[src/rtl/cpu_seq_pkg.sv]
`default_nettype none
// ============================================================================
// Module      : cpu_seq_pkg
// Description : Shared definitions for the instruction sequencer. Holds the
//               FSM state encoding, the NOP instruction word and the default
//               widths that match simple_cpu.
// Ports       : none (package)
// Revision    : 1.0 - initial release
// ============================================================================
package cpu_seq_pkg;

  localparam int DEF_INSTR_WIDTH = 20;
  localparam int DEF_PC_BITS     = 4;

  // Hold counter width; covers the full 1..255 hold range.
  localparam int HOLD_CNT_BITS   = 8;

  localparam logic [1:0] ST_IDLE   = 2'd0;
  localparam logic [1:0] ST_RUN    = 2'd1;
  localparam logic [1:0] ST_FINISH = 2'd2;

  localparam logic [DEF_INSTR_WIDTH-1:0] NOP_INSTR = '0;

endpackage : cpu_seq_pkg
`default_nettype wire

[src/rtl/seq_prog_mem.sv]
`default_nettype none
// ============================================================================
// Module      : seq_prog_mem
// Description : Programme store for the sequencer. 2^ADDR_BITS x WIDTH,
//               synchronous write, asynchronous read, contents not reset.
// Ports       : clk     - system clock, rising edge
//               wr_en   - write strobe
//               wr_addr - write address
//               wr_data - write data
//               rd_addr - read address
//               rd_data - combinational read data
// Revision    : 1.0 - initial release
// ============================================================================
module seq_prog_mem #(
  parameter int WIDTH     = 20,
  parameter int ADDR_BITS = 4
) (
  input  logic                 clk,
  input  logic                 wr_en,
  input  logic [ADDR_BITS-1:0] wr_addr,
  input  logic [WIDTH-1:0]     wr_data,
  input  logic [ADDR_BITS-1:0] rd_addr,
  output logic [WIDTH-1:0]     rd_data
);

  localparam int DEPTH = 1 << ADDR_BITS;

  logic [WIDTH-1:0] mem [DEPTH];

  always_ff @(posedge clk) begin
    if (wr_en) begin
      mem[wr_addr] <= wr_data;
    end
  end

  assign rd_data = mem[rd_addr];

endmodule : seq_prog_mem
`default_nettype wire

[src/rtl/cpu_instr_sequencer.sv]
`default_nettype none
// ============================================================================
// Module      : cpu_instr_sequencer
// Description : Replays a programme held in a small internal memory onto the
//               simple_cpu instruction bus, presenting each word for
//               HOLD_CYCLES clocks, then pulses done.
// Ports       : clk         - system clock, rising edge
//               rst         - asynchronous reset, active low
//               load_en     - programme memory write strobe (ignored in RUN)
//               load_addr   - programme memory write address
//               load_data   - programme memory write data
//               prog_len    - number of words to run, sampled on start
//               start       - begin execution
//               abort       - stop execution immediately
//               instruction - instruction to simple_cpu
//               instr_valid - a programme word is being presented
//               pc          - index of the word currently presented
//               busy        - high while running
//               done        - one-cycle pulse after the last word's hold
// Revision    : 1.0 - initial release
// ============================================================================
module cpu_instr_sequencer
  import cpu_seq_pkg::*;
#(
  parameter int INSTR_WIDTH = DEF_INSTR_WIDTH,
  parameter int PC_BITS     = DEF_PC_BITS,
  parameter int HOLD_CYCLES = 4
) (
  input  logic                   clk,
  input  logic                   rst,
  input  logic                   load_en,
  input  logic [PC_BITS-1:0]     load_addr,
  input  logic [INSTR_WIDTH-1:0] load_data,
  input  logic [PC_BITS:0]       prog_len,
  input  logic                   start,
  input  logic                   abort,
  output logic [INSTR_WIDTH-1:0] instruction,
  output logic                   instr_valid,
  output logic [PC_BITS-1:0]     pc,
  output logic                   busy,
  output logic                   done
);

  localparam int                       DEPTH     = 1 << PC_BITS;
  localparam logic [PC_BITS:0]         MAX_LEN   = (PC_BITS+1)'(DEPTH);
  localparam logic [PC_BITS:0]         LEN_ONE   = (PC_BITS+1)'(1);
  localparam logic [PC_BITS-1:0]       PC_ONE    = PC_BITS'(1);
  localparam logic [HOLD_CNT_BITS-1:0] HOLD_LAST = HOLD_CNT_BITS'(HOLD_CYCLES - 1);
  localparam logic [HOLD_CNT_BITS-1:0] HOLD_ONE  = HOLD_CNT_BITS'(1);
  localparam logic [INSTR_WIDTH-1:0]   NOP       = INSTR_WIDTH'(NOP_INSTR);

  logic [1:0]               state;
  logic [HOLD_CNT_BITS-1:0] hold_cnt;
  logic [PC_BITS:0]         len;

  logic                     mem_wr_en;
  logic [PC_BITS-1:0]       mem_rd_addr;
  logic [INSTR_WIDTH-1:0]   mem_rd_data;
  logic [INSTR_WIDTH-1:0]   first_word;
  logic [PC_BITS:0]         start_len;
  logic                     accept_start;
  logic                     hold_done;
  logic                     last_word;

  // The memory is frozen while a programme runs.
  assign mem_wr_en = load_en && (state != ST_RUN);

  // The read port always looks one word ahead of what is presented, so the
  // next word is ready the moment the current hold expires. Outside RUN it
  // points at word 0, the word issued on start.
  assign mem_rd_addr = (state == ST_RUN) ? (pc + PC_ONE) : '0;

  seq_prog_mem #(
    .WIDTH     (INSTR_WIDTH),
    .ADDR_BITS (PC_BITS)
  ) u_prog_mem (
    .clk     (clk),
    .wr_en   (mem_wr_en),
    .wr_addr (load_addr),
    .wr_data (load_data),
    .rd_addr (mem_rd_addr),
    .rd_data (mem_rd_data)
  );

  // A write to word 0 in the same cycle as start is forwarded so the freshly
  // loaded word is the one issued.
  assign first_word = (load_en && (load_addr == '0)) ? load_data : mem_rd_data;

  assign start_len    = (prog_len > MAX_LEN) ? MAX_LEN : prog_len;
  assign accept_start = (state == ST_IDLE) && start && !abort;
  assign hold_done    = (hold_cnt == HOLD_LAST);
  assign last_word    = ({1'b0, pc} == (len - LEN_ONE));

  always_ff @(posedge clk or negedge rst) begin
    if (!rst) begin
      state       <= ST_IDLE;
      instruction <= NOP;
      instr_valid <= 1'b0;
      pc          <= '0;
      busy        <= 1'b0;
      done        <= 1'b0;
      hold_cnt    <= '0;
      len         <= '0;
    end else begin
      case (state)
        ST_IDLE: begin
          done <= 1'b0;
          if (accept_start) begin
            len      <= start_len;
            pc       <= '0;
            hold_cnt <= '0;
            if (start_len == '0) begin
              // Empty programme: skip straight to the done pulse.
              state <= ST_FINISH;
              done  <= 1'b1;
            end else begin
              state       <= ST_RUN;
              instruction <= first_word;
              instr_valid <= 1'b1;
              busy        <= 1'b1;
            end
          end
        end

        ST_RUN: begin
          if (abort) begin
            state       <= ST_IDLE;
            instruction <= NOP;
            instr_valid <= 1'b0;
            busy        <= 1'b0;
            done        <= 1'b0;
            hold_cnt    <= '0;
          end else if (hold_done) begin
            hold_cnt <= '0;
            if (last_word) begin
              state       <= ST_FINISH;
              instruction <= NOP;
              instr_valid <= 1'b0;
              busy        <= 1'b0;
              done        <= 1'b1;
            end else begin
              pc          <= pc + PC_ONE;
              instruction <= mem_rd_data;
            end
          end else begin
            hold_cnt <= hold_cnt + HOLD_ONE;
          end
        end

        ST_FINISH: begin
          // done was raised on entry; it drops as we return to IDLE whether
          // or not abort is asserted.
          state <= ST_IDLE;
          done  <= 1'b0;
        end

        default: begin
          state       <= ST_IDLE;
          instruction <= NOP;
          instr_valid <= 1'b0;
          busy        <= 1'b0;
          done        <= 1'b0;
          hold_cnt    <= '0;
        end
      endcase
    end
  end

endmodule : cpu_instr_sequencer
`default_nettype wire

[config.mk]
export PLATFORM = sky130hd
export DESIGN_NAME = cpu_instr_sequencer
export DESIGN_NICKNAME = d
export VERILOG_FILES = /design/src/rtl/cpu_seq_pkg.sv /design/src/rtl/seq_prog_mem.sv /design/src/rtl/cpu_instr_sequencer.sv
export SDC_FILE = /design/constraint.sdc
export NUM_CORES = 1
export LEC_CHECK = 0
export CAP_MARGIN = 10
export CORE_ASPECT_RATIO = 0.8
export CORE_MARGIN = 5
export CORE_UTILIZATION = 54
export DETAILED_ROUTE_END_ITERATION = 10
export PLACE_DENSITY_LB_ADDON = 0.05
export SLEW_MARGIN = 5
export SYNTH_ARGS = -nofsm -noshare
export SYNTH_HDL_FRONTEND = slang
export SYNTH_HIERARCHICAL = 1
export SYNTH_SLANG_ARGS = --single-unit
[constraint.sdc]
create_clock -name clk -period 2.85 [get_ports clk]
set_input_delay 0.57 -clock clk [delete_from_list [all_inputs] [get_ports clk]]
set_output_delay 0.57 -clock clk [all_outputs]
set_load 0.005 [all_outputs]
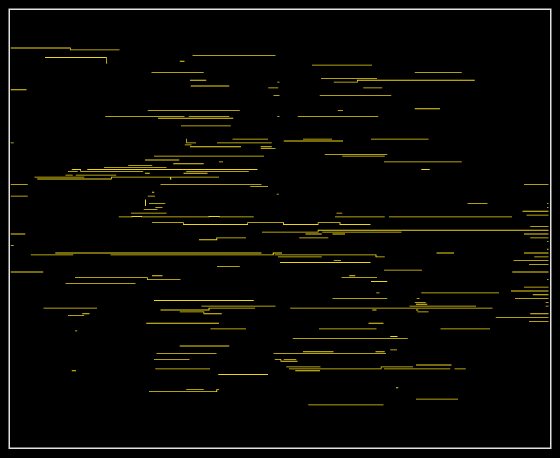
**Above:** run 1 (M3 wires).
main direction: horizontal
wire length on this layer: 2,680 um
longest straight run: 82.3 um
share of all routed wire: 7.8%
DR vias: 7,774
Routed WL: 34,500 um
met3 Resource Use GR: 4.22%

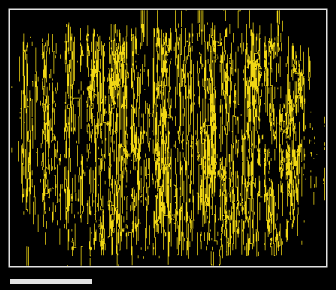
**Above:** run 1 (M2 wires).
Scale bar: 50 um.
share of all routed wire: 47%
longest straight run: 85.8 um
nets with wire on the layer: 826
met2 Usage GRT: 36.5%

==> reports/qor.yml, run 1 <==
status: "finished, final reports clean"
io-pin-count: 61
transition_at_the_pin_with_the_smallest_max_transition_slack_ps: 639
ant_nets: 0
pwr.group.sequential_mw: 6.27
timing.final.crit_share_pct: 97.0
topRoutingLayerUsed: "met4"
setup-violations-final: 0
critical_path.top_delay_family: "multiplexers"
total_power_mw: 15.3
synth_cells: 752
portBuffers: 60
cts.repair.resized: 0
crit_required_ps: 3240
final_hold_viol_count: 0
finalNonFillerCells: 1286
timing.rr.end: "instruction[7]"
filler_cell_count: 1808
yosys.area_share.xor_xnor_pct: 0.723
grt_util_met1_pct: 33.2
drt_iter0_markers: 755
clockRootBuffer: "sky130_fd_sc_hd__clkbuf_16"
timing.critical_path.to: "instruction[7]"
worst_skew_pair.late_latency_ps: 510
critical_path.cell_chain: "ha_1 -> inv_1 -> nor2_4 -> buf_12 -> mux4_1 -> a22oi_1 -> nand2_1 -> mux2_1 -> a32oi_1 -> o21ai_1"
coreArea_um2: 26400
synth_register_bits: 361
critical_path.max_fanout: 41
setup.worst_path.start_class: "register"
post-dp-hpwl_um: 21100
tritoncts_clock_tree: "done"
area_delta_synth_final_pct: 19.9
clkTransAtPathRegs_ps: 60
post_synth_tally_of_flip_flops_with_integrated_enable: 320
design.die.area_um2: 30300
clock_buffer_count: 48
ys_warn_count: 6
dieWidth_um: 193
layout.buffer.nonclock.area_share_pct: 8.39
globalRoute.totalOverflow: 0
pg_clk_mw: 4.46
pin_count_of_the_biggest_net_entering_global_routing: 42
count_of_unique_library_cells_instantiated_by_yosys: 51
m1WireLength_um: 15100
timing_worst_setup_path_type: "reg -> reg"
fin_hold_ws_ps: 51.7
nonClockBufferCount: 152
fp.dieH_um: 157
route.detailed.vias_per_inst: 6.05
netSwitchingPower_mw: 4.24
cts-htree-levels: 2
cp_data_arrival_time_ps: 3150
cp-end-kind: "register"
initial_utilization_pct: 55.1
non_clock_inverter_count: 6
peak_clock_frequency_supported_by_timing_ghz: 0.362
ant_cells: 0
drt_first_pass_iters: 6
layout.cells.largest_class: "sequential cells"
clock_sink_count: 361
slew_headroom_pct: 57.3
initial_antenna_violation_count: 0
ctsLongestPathBuffers: 3
yosysTopAreaCell: "sky130_fd_sc_hd__edfxtp_1"
cts.repair_timing.setup_buffer_count: 0
tritoncts_buffers: 36
post_cts_hold_buffer_count: 0
flops: 361
max_cap_viol_count: 0
post_route_cells_drive_above_1_share_pct: 26.5
syn_area_um2: 14500
worst_setup_skew_after_layout_ps: 12.7
combGateArea_um2: 3760
reg2reg_slack_ps: 90
post_synth_mux_area_share_pct: 14.7
synth-cells-yosys: 752
share_comb_of_total_power_pct: 29.9
layout.clock.cell_area_share_pct: 6.35
power_leakage_nw: 5.82
hp-class: "in -> async"
combinationalPower_mw: 4.57
fraction_of_registers_with_async_set_reset_pct: 11.4
cp.buffers_inverters: 2
vdd.ir_drop.worst_uv: 610
power_density_nw_per_um2: 878
ys.flop_type: "sky130_fd_sc_hd__edfxtp_1"
tool_warnings: 26
netlist_top_cells_area: "sky130_fd_sc_hd__edfxtp_1, sky130_fd_sc_hd__mux4_2, sky130_fd_sc_hd__dfrtp_1, sky130_fd_sc_hd__mux4_1, sky130_fd_sc_hd__a22oi_1"
minimum_clock_period_after_layout_ps: 2760
synth-area-yosys_um2: 14500
rows: 53
net_total_in_the_final_layout: 940
sh_seq_area_pct: 61.0
worst_path_largest_cell_delay_ps: 440
met3_wirelength_um: 2680
area.share.combinational_pct: 21.6
and_or_nand_nor_area_share_pct: 4.30
dp.cells: 1200
synthDominantCellAreaShare_pct: 66.1
floorplan.tapcells: 357
layout_top_cells: "sky130_fd_sc_hd__edfxtp_1, sky130_fd_sc_hd__buf_4, sky130_fd_sc_hd__mux4_2"
comb_cells: 346
synth.comb.largest_family: "multiplexers"
synth_area_per_cell_um2: 19.3
synthAdderAreaFrac_pct: 0.258
crit-reg2reg-launch: "pc[0]"
drt-wirelength-per-cell_um: 26.8
sequential_cell_fraction_of_total_power_pct: 41.0
startpoint: "pc[0]"
area_share_of_and_or_or_and_cells_after_synthesis_pct: 5.21
grt_pass1_vias: 8017
worst_path_max_delay_cell: "sky130_fd_sc_hd__dfrtp_1"
detailroute.wirelength.met2_um: 16300
synth_nets: 789
synth_seq_share_pct: 73.2
final_design_area_no_fill_um2: 17400
mostFrequentLayoutCell: "sky130_fd_sc_hd__edfxtp_1"
flop_area_um2: 10600
postPlaceCellArea_um2: 16100
clock_power_share_pct: 29.2
drc: 0
r2r_cells: 10
critical_path_depth: 10
switching_share_pct: 27.7
grt_first_pass_wirelength_um: 51100
power.group.top: "sequential cells"
internal_power_mw: 11.1
globalplace.congestion: 0.811
maxSlewViolCount: 0
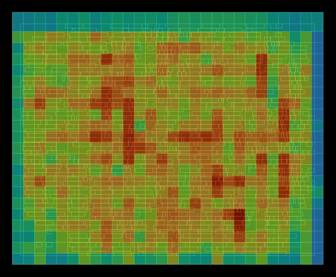
**Above:** run 1 (congestion heat map).
highest-utilization routing layer at the global route stage: met2
final cell utilization of the core: 66.0%
global-route total usage across every layer: 22.6%

==> run 1: per-stage QoR <==
step | utilization [%] | setup slack [ps] | TNS (ps)
floorplan | - | 60.1 | 0
global placement | 61.0 | 75.8 | 0
detailed placement | 61.0 | 68.0 | 0
CTS | 65.2 | 51.1 | 0
global route | 66.0 | -0.473 | -0.473
finish | 66.0 | 86.6 | 0
==> run 1: synth_stat cells (2+ instances only) <==
master                     number
sky130_fd_sc_hd__mux2_1        19
sky130_fd_sc_hd__dfrtp_1       41
sky130_fd_sc_hd__edfxtp_1     320
sky130_fd_sc_hd__xor2_1         6
sky130_fd_sc_hd__nor2_1        30
sky130_fd_sc_hd__a32oi_1       19
sky130_fd_sc_hd__a31oi_1        2
sky130_fd_sc_hd__xnor2_1        6
sky130_fd_sc_hd__nor2b_1        4
sky130_fd_sc_hd__a22o_1         2
sky130_fd_sc_hd__mux4_2        64
sky130_fd_sc_hd__buf_6          5
sky130_fd_sc_hd__a22oi_1       40
sky130_fd_sc_hd__mux2_4         3
sky130_fd_sc_hd__ha_1           3
sky130_fd_sc_hd__buf_2          6
sky130_fd_sc_hd__o21ai_0        5
sky130_fd_sc_hd__clkbuf_1      20
sky130_fd_sc_hd__and2_1         2
sky130_fd_sc_hd__o21ai_1       21
sky130_fd_sc_hd__inv_1          6
sky130_fd_sc_hd__nand3b_1       4
sky130_fd_sc_hd__a21oi_1        4
sky130_fd_sc_hd__buf_4          8
sky130_fd_sc_hd__nor3_1        10
sky130_fd_sc_hd__mux4_1        16
sky130_fd_sc_hd__nand2b_1       8
sky130_fd_sc_hd__nand2_1       49
sky130_fd_sc_hd__nand3_1        7
==> run 1: flip-flops by register name, summed over array words and instances (netlist names) <==
signal          flops
u_prog_mem/mem    320
instruction        20
hold_cnt            8
len                 5
pc                  4
state               2
busy                1
done                1
==> run 2: changes to the inputs <==
--- a/config.mk
+++ b/config.mk
@@ -11,7 +11,6 @@
 export CORE_UTILIZATION = 54
 export DETAILED_ROUTE_END_ITERATION = 10
 export PLACE_DENSITY_LB_ADDON = 0.05
-export SLEW_MARGIN = 5
 export SYNTH_ARGS = -nofsm -noshare
 export SYNTH_HDL_FRONTEND = slang
 export SYNTH_HIERARCHICAL = 1
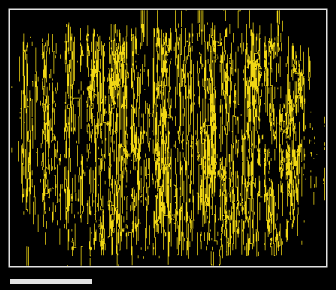
**Above:** run 2 (M2 wires).
Scale bar: 50 um.
wire length on this layer: 16,300 um
longest straight run: 85.8 um
nets with wire on the layer: 826
share of all routed wire: 47%
main direction: vertical

==> run 2 against run 1 <==
  * Via count is the same
  * Critical path depth stayed put
  * Maximum frequency unchanged
  * Register-to-register slack hardly changed
  * Cell count did not move
  * Largest cell class unchanged
  * Highest routed layer unchanged
==> reports/qor.yml, run 2 <==
worst_path_max_delay_cell: "sky130_fd_sc_hd__dfrtp_1"
critical_path.top_delay_family: "multiplexers"
post-dp-hpwl_um: 21100
worst_skew_pair.late_latency_ps: 510
cp-end-kind: "register"
critical_path.cell_chain: "ha_1 -> inv_1 -> nor2_4 -> buf_12 -> mux4_1 -> a22oi_1 -> nand2_1 -> mux2_1 -> a32oi_1 -> o21ai_1"
syn_area_um2: 14500
synth_seq_share_pct: 73.2
fraction_of_registers_with_async_set_reset_pct: 11.4
clock_sink_count: 361
max_cap_viol_count: 0
io-pin-count: 61
route.detailed.vias_per_inst: 6.05
setup-violations-final: 0
timing.setup.tns_ps: 0
minimum_clock_period_after_layout_ps: 2760
fp.dieH_um: 157
switching_share_pct: 27.7
sequential_cell_fraction_of_total_power_pct: 41.0
synthDominantCellAreaShare_pct: 66.1
tool_warnings: 26
global_route_total_usage_across_every_layer_pct: 22.6
synth-cells-yosys: 752
postPlaceCellArea_um2: 16100
most_common_cell_in_the_netlist: "sky130_fd_sc_hd__edfxtp_1"
grt_pass1_vias: 8017
globalplace.congestion: 0.811
power_leakage_nw: 5.82
synth_area_per_cell_um2: 19.3
synth_cells: 752
topRoutingLayerUsed: "met4"
met3_wirelength_um: 2680
critical_path.max_fanout: 41
initial_utilization_pct: 55.1
area_delta_synth_final_pct: 19.9
clkTransAtPathRegs_ps: 60
largest_registers: "u_prog_mem/mem (320), instruction (20), hold_cnt (8)"
hp-class: "in -> async"
drc: 0
clock_power_share_pct: 29.2
internal_power_mw: 11.1
drt-wirelength-per-cell_um: 26.8
final_hold_viol_count: 0
cts-htree-levels: 2
yosysTopAreaCell: "sky130_fd_sc_hd__edfxtp_1"
maxSlewViolCount: 0
clockRootBuffer: "sky130_fd_sc_hd__clkbuf_16"
top_register: "u_prog_mem/mem"
drt_first_pass_iters: 6
grt_first_pass_wirelength_um: 51100
cp.buffers_inverters: 2
ys.flop_type: "sky130_fd_sc_hd__edfxtp_1"
slew_headroom_pct: 57.3
synth_nets: 789
worst_path_largest_cell_delay_ps: 440
dr_vias: 7774
vdd.ir_drop.worst_uv: 610
ys_warn_count: 6
total_power_mw: 15.3
mostFrequentLayoutCell: "sky130_fd_sc_hd__edfxtp_1"
m1WireLength_um: 15100
layout_top_cells: "sky130_fd_sc_hd__edfxtp_1, sky130_fd_sc_hd__buf_4, sky130_fd_sc_hd__mux4_2"
critical_path_depth: 10
peak_clock_frequency_supported_by_timing_ghz: 0.362
crit_required_ps: 3240
detailroute.wirelength.met2_um: 16300
dp.cells: 1200
drt_iter0_markers: 755
tritoncts_clock_tree: "done"
design.die.area_um2: 30300
tritoncts_buffers: 36
share_comb_of_total_power_pct: 29.9
globalRoute.totalOverflow: 0
ant_cells: 0
transition_at_the_pin_with_the_smallest_max_transition_slack_ps: 639
dieWidth_um: 193
worst_setup_skew_after_layout_ps: 12.7
status: "finished, final reports clean"
coreArea_um2: 26400
post_route_cells_drive_above_1_share_pct: 26.5
largest_register_ffs: 320
synth-area-yosys_um2: 14500
rows: 53
initial_antenna_violation_count: 0
netlist_top_cells_area: "sky130_fd_sc_hd__edfxtp_1, sky130_fd_sc_hd__mux4_2, sky130_fd_sc_hd__dfrtp_1, sky130_fd_sc_hd__mux4_1, sky130_fd_sc_hd__a22oi_1"
leading_post_synthesis_cells_by_instance_count: "sky130_fd_sc_hd__edfxtp_1, sky130_fd_sc_hd__mux4_2, sky130_fd_sc_hd__nand2_1"
net_total_in_the_final_layout: 940
post_cts_hold_buffer_count: 0
drt_wl_total_um: 34500
power_density_nw_per_um2: 878
r2r_cells: 10
timing.final.crit_share_pct: 97.0
ant_nets: 0
timing_worst_setup_path_type: "reg -> reg"
netSwitchingPower_mw: 4.24
finalNonFillerCells: 1286
portBuffers: 60
ctsLongestPathBuffers: 3
synth_register_bits: 361
final_design_area_no_fill_um2: 17400
setup.worst_path.start_class: "register"
pin_count_of_the_biggest_net_entering_global_routing: 42
count_of_unique_library_cells_instantiated_by_yosys: 51
cp_data_arrival_time_ps: 3150
post_synth_tally_of_flip_flops_with_integrated_enable: 320
run 2: cell counts after synthesis:
No cell type changed its count.
run 2: per-stage QoR:
step	utilization [%]	setup slack, ps	hold slack, ps
finish	66.0	86.6	51.7
global route	66.0	-0.473	71.6
CTS	65.2	51.1	67.4
detailed placement	61.0	68.0	478
global placement	61.0	75.8	476
floorplan	-	60.1	274
run 2: power groups by stage:
stage	clock network, mW	logic [mW]	registers (mW)
CTS	4.54	4.16	6.27
global placement	0	4.09	6.36
detailed placement	0	4.15	6.37
floorplan	0	2.73	6.34
finish	4.46	4.57	6.27
global route	4.80	4.88	6.30
run 2: layer usage:
| layer | global-route usage, % | vias to the layer above |
|---|---|---|
| met1 | 33.2 | 4022 |
| met4 | 3.94 | 0 |
| met3 | 4.22 | 34 |
| met2 | 36.5 | 315 |
| met5 | 0 | - |
| li1 | - | 3403 |
run 2: area by class of cell:
type | count | area, um2
clock buffers | 48 | 977
clock inverters | 16 | 129
fillers | 1808 | 8960
inverters | 6 | 22.5
multi-input cells | 346 | 3760
flip-flops and latches | 361 | 10600
well taps | 357 | 447
repair buffers | 152 | 1460
run 2: path summary, 6_finish.rpt:
path	startpoint	endpoint	slack (ps)
worst max-delay path	pc[0]	instruction[7]	90
worst min-delay path	rst	len[2]	50
worst max register to register	pc[0]	instruction[7]	90
worst min register to register	instruction[4]	instruction[4]	490
max in group asynchronous	rst	instruction[1]	2020
min in group clk	instruction[4]	instruction[4]	490
run 2: kinds of logic after synthesis:
logic type      synth area share, %
mux                            14.7
fa+ha+maj                     0.258
xor+xnor                      0.723
flops                          73.2
compound gates                 5.21
buf+inv                        1.68
simple gates                   4.30
run 2: timing repair:
item / CTS / global route
setup endpoints to repair: 0 / 12
resized: 0 / 4
buffers inserted: 0 / 19
==> run 3: changes to the inputs <==
--- a/config.mk
+++ b/config.mk
@@ -11,6 +11,8 @@
 export CORE_UTILIZATION = 54
 export DETAILED_ROUTE_END_ITERATION = 10
 export PLACE_DENSITY_LB_ADDON = 0.05
+export SETUP_SLACK_MARGIN = 0.05
+export SLEW_MARGIN = 25
 export SYNTH_ARGS = -nofsm -noshare
 export SYNTH_HDL_FRONTEND = slang
 export SYNTH_HIERARCHICAL = 1
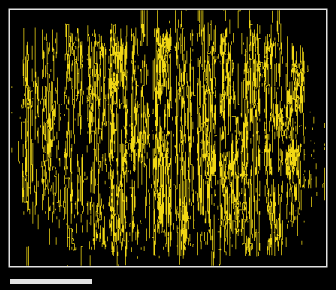
**Above:** run 3 (M2 wires).
Scale bar: 50 um.
longest straight run: 63.1 um
share of all routed wire: 48%
wire length on this layer: 16,600 um
nets with wire on the layer: 824
main direction: vertical

==> run 3 against run 2 <==
  * Global-route usage is 0.27 points higher
  * Clock skew rose by 6.7 ps
  * Wire length grew 0.78%
  * First-iteration DRC count shrank 1.6%
  * Core utilization hardly changed
  * Maximum frequency rose by 0.72%
  * Flip-flop count did not move
  * Die area did not move
  * Worst hold slack better by 5.0 ps
  * Area after synthesis stayed put
  * Register-to-register slack improved by 20 ps
  * Critical path depth stayed put
  * Highest routed layer unchanged
==> reports/qor.yml, run 3 <==
status: "finished, final reports clean"
minimum_clock_period_after_layout_ps: 2740
most_common_cell_in_the_netlist: "sky130_fd_sc_hd__edfxtp_1"
setup.worst_path.start_class: "register"
r2r_cells: 10
global_route_total_usage_across_every_layer_pct: 22.8
critical_path.max_fanout: 40
ctsLongestPathBuffers: 3
ant_nets: 0
synth_area_per_cell_um2: 19.3
synthDominantCellAreaShare_pct: 66.1
synth-cells-yosys: 752
count_of_unique_library_cells_instantiated_by_yosys: 51
peak_clock_frequency_supported_by_timing_ghz: 0.364
post_synth_mux_area_share_pct: 14.7
syn_area_um2: 14500
unrepaired_setup_endpoints_after_global_routing: "true"
fin_hold_ws_ps: 56.7
timing.final.crit_share_pct: 96.3
startpoint: "pc[0]"
worst_setup_skew_after_layout_ps: 19.4
grt_first_pass_wirelength_um: 51700
ys.flop_type: "sky130_fd_sc_hd__edfxtp_1"
ys_warn_count: 6
final_design_area_no_fill_um2: 17400
crit_required_ps: 3260
tool_warnings: 28
max_cap_viol_count: 0
leading_post_synthesis_cells_by_instance_count: "sky130_fd_sc_hd__edfxtp_1, sky130_fd_sc_hd__mux4_2, sky130_fd_sc_hd__nand2_1"
cts-htree-levels: 2
synth_seq_share_pct: 73.2
tritoncts_buffers: 36
initial_utilization_pct: 55.1
design.die.area_um2: 30300
grt_pass1_vias: 8074
area_share_of_and_or_or_and_cells_after_synthesis_pct: 5.21
postPlaceCellArea_um2: 16100
yosysTopAreaCell: "sky130_fd_sc_hd__edfxtp_1"
drt_wl_total_um: 34800
synth_cells: 752
setup-violations-final: 0
io-pin-count: 61
dieWidth_um: 193
vdd.ir_drop.worst_uv: 465
mostFrequentLayoutCell: "sky130_fd_sc_hd__edfxtp_1"
route.detailed.vias_per_inst: 6.15
synth_register_bits: 361
worst_path_largest_cell_delay_ps: 440
clkTransAtPathRegs_ps: 60
synthAdderAreaFrac_pct: 0.258
post_route_cells_drive_above_1_share_pct: 26.5
synth_nets: 789
top_register: "u_prog_mem/mem"
portBuffers: 60
worst_skew_pair.late_latency_ps: 520
synth-area-yosys_um2: 14500
fp.dieH_um: 157
timing.setup.tns_ps: 0
initial_antenna_violation_count: 0
post_synth_tally_of_flip_flops_with_integrated_enable: 320
final_hold_viol_count: 0
power_density_nw_per_um2: 875
cp_data_arrival_time_ps: 3150
drt_iter0_markers: 743
drt_first_pass_iters: 5
crit-reg2reg-launch: "pc[0]"
clock_sink_count: 361
maxSlewViolCount: 0
area_delta_synth_final_pct: 19.8
yosys.area_share.xor_xnor_pct: 0.723
final.setup.worst_slack_ps: 106
clockRootBuffer: "sky130_fd_sc_hd__clkbuf_16"
largest_register_ffs: 320
fraction_of_registers_with_async_set_reset_pct: 11.4
post_cts_hold_buffer_count: 0
drc: 0
post-dp-hpwl_um: 21100
power_leakage_nw: 5.81
dp.cells: 1200
ant_cells: 0
globalRoute.totalOverflow: 0
synth.comb.largest_family: "multiplexers"
rows: 53
largest_registers: "u_prog_mem/mem (320), instruction (20), hold_cnt (8)"
total_power_mw: 15.2
transition_at_the_pin_with_the_smallest_max_transition_slack_ps: 682
drt-wirelength-per-cell_um: 27.2
utilization_pct: 66.0
tritoncts_clock_tree: "done"
coreArea_um2: 26400
netlist_top_cells_area: "sky130_fd_sc_hd__edfxtp_1, sky130_fd_sc_hd__mux4_2, sky130_fd_sc_hd__dfrtp_1, sky130_fd_sc_hd__mux4_1, sky130_fd_sc_hd__a22oi_1"
cp-end-kind: "register"
timing_worst_setup_path_type: "reg -> reg"
finalNonFillerCells: 1277
hp-class: "in -> async"
dr_vias: 7853
net_total_in_the_final_layout: 931
and_or_nand_nor_area_share_pct: 4.30
place_ws_ps: 47.6
globalplace.congestion: 0.811
layout_top_cells: "sky130_fd_sc_hd__edfxtp_1, sky130_fd_sc_hd__buf_4, sky130_fd_sc_hd__mux4_2"
pin_count_of_the_biggest_net_entering_global_routing: 42
worst_path_max_delay_cell: "sky130_fd_sc_hd__dfrtp_1"
slew_headroom_pct: 54.4
critical_path.cell_chain: "ha_1 -> inv_1 -> nor2_4 -> buf_12 -> mux4_2 -> a22oi_1 -> nand2_1 -> mux2_1 -> a32oi_1 -> o21ai_1"
## run 3: cell counts after synthesis
Identical to the previous run, type by type.
## run 3: path summary, 6_finish.rpt
check,end,slack [ps]
worst min register to register,instruction[4],490
min in group clk,instruction[4],490
worst min-delay path,instruction[14],60
max in group asynchronous,instruction[5],2010
worst max register to register,instruction[18],110
worst max-delay path,instruction[18],110
## run 3: report_power, final
group	total [mW]	internal (mW)	leakage (nW)	switching [mW]
clock network	4.43	2.55	0.555	1.89
logic	4.55	2.39	1.83	2.16
registers	6.27	6.07	3.42	0.206
## run 3: worst max-delay path: cells and delay by family (launching register included)
family,cells,cell delay [ps]
mux,2,650
buf+inv,2,330
fa+ha+maj,1,300
simple gates,2,290
compound gates,3,600
flops,1,440
## run 3: metal layers
metal	share of wire, %	wire length (um)	vias to the layer above	global-route usage (%)
li1	-	-	3377	-
met1	44	15200	4111	33.8
met2	48	16600	324	36.5
met3	7.6	2640	41	4.15
met4	1.1	388	0	4.62
met5	0	0	-	0
## run 3: kinds of logic (layout without fill, tap and decap cells)
group | after synthesis | after routing
buffers and inverters | 45 | 213
AOI/OAI and AO/OA | 102 | 102
muxes | 103 | 103
adders and majority gates | 3 | 3
and+or+nand+nor | 126 | 126
DFF | 361 | 361
xor gates and xnor gates | 12 | 12
## run 3: repair_timing
item                                    CTS  global route
endpoints found under the setup margin    5            13
buffers inserted                          0            11
pin swaps                                 0             1
cloned                                    0             2
resized                                   2             5
## run 3: cell type report
type / instances / area [um2]
clock buffer: 45 / 986
clock inverter: 19 / 120
fill: 1829 / 8970
inverter: 6 / 22.5
multi-input combinational: 346 / 3780
sequential: 361 / 10600
tap: 357 / 447
timing repair buffer: 143 / 1430
Power is estimated from default activity; no workload was simulated.
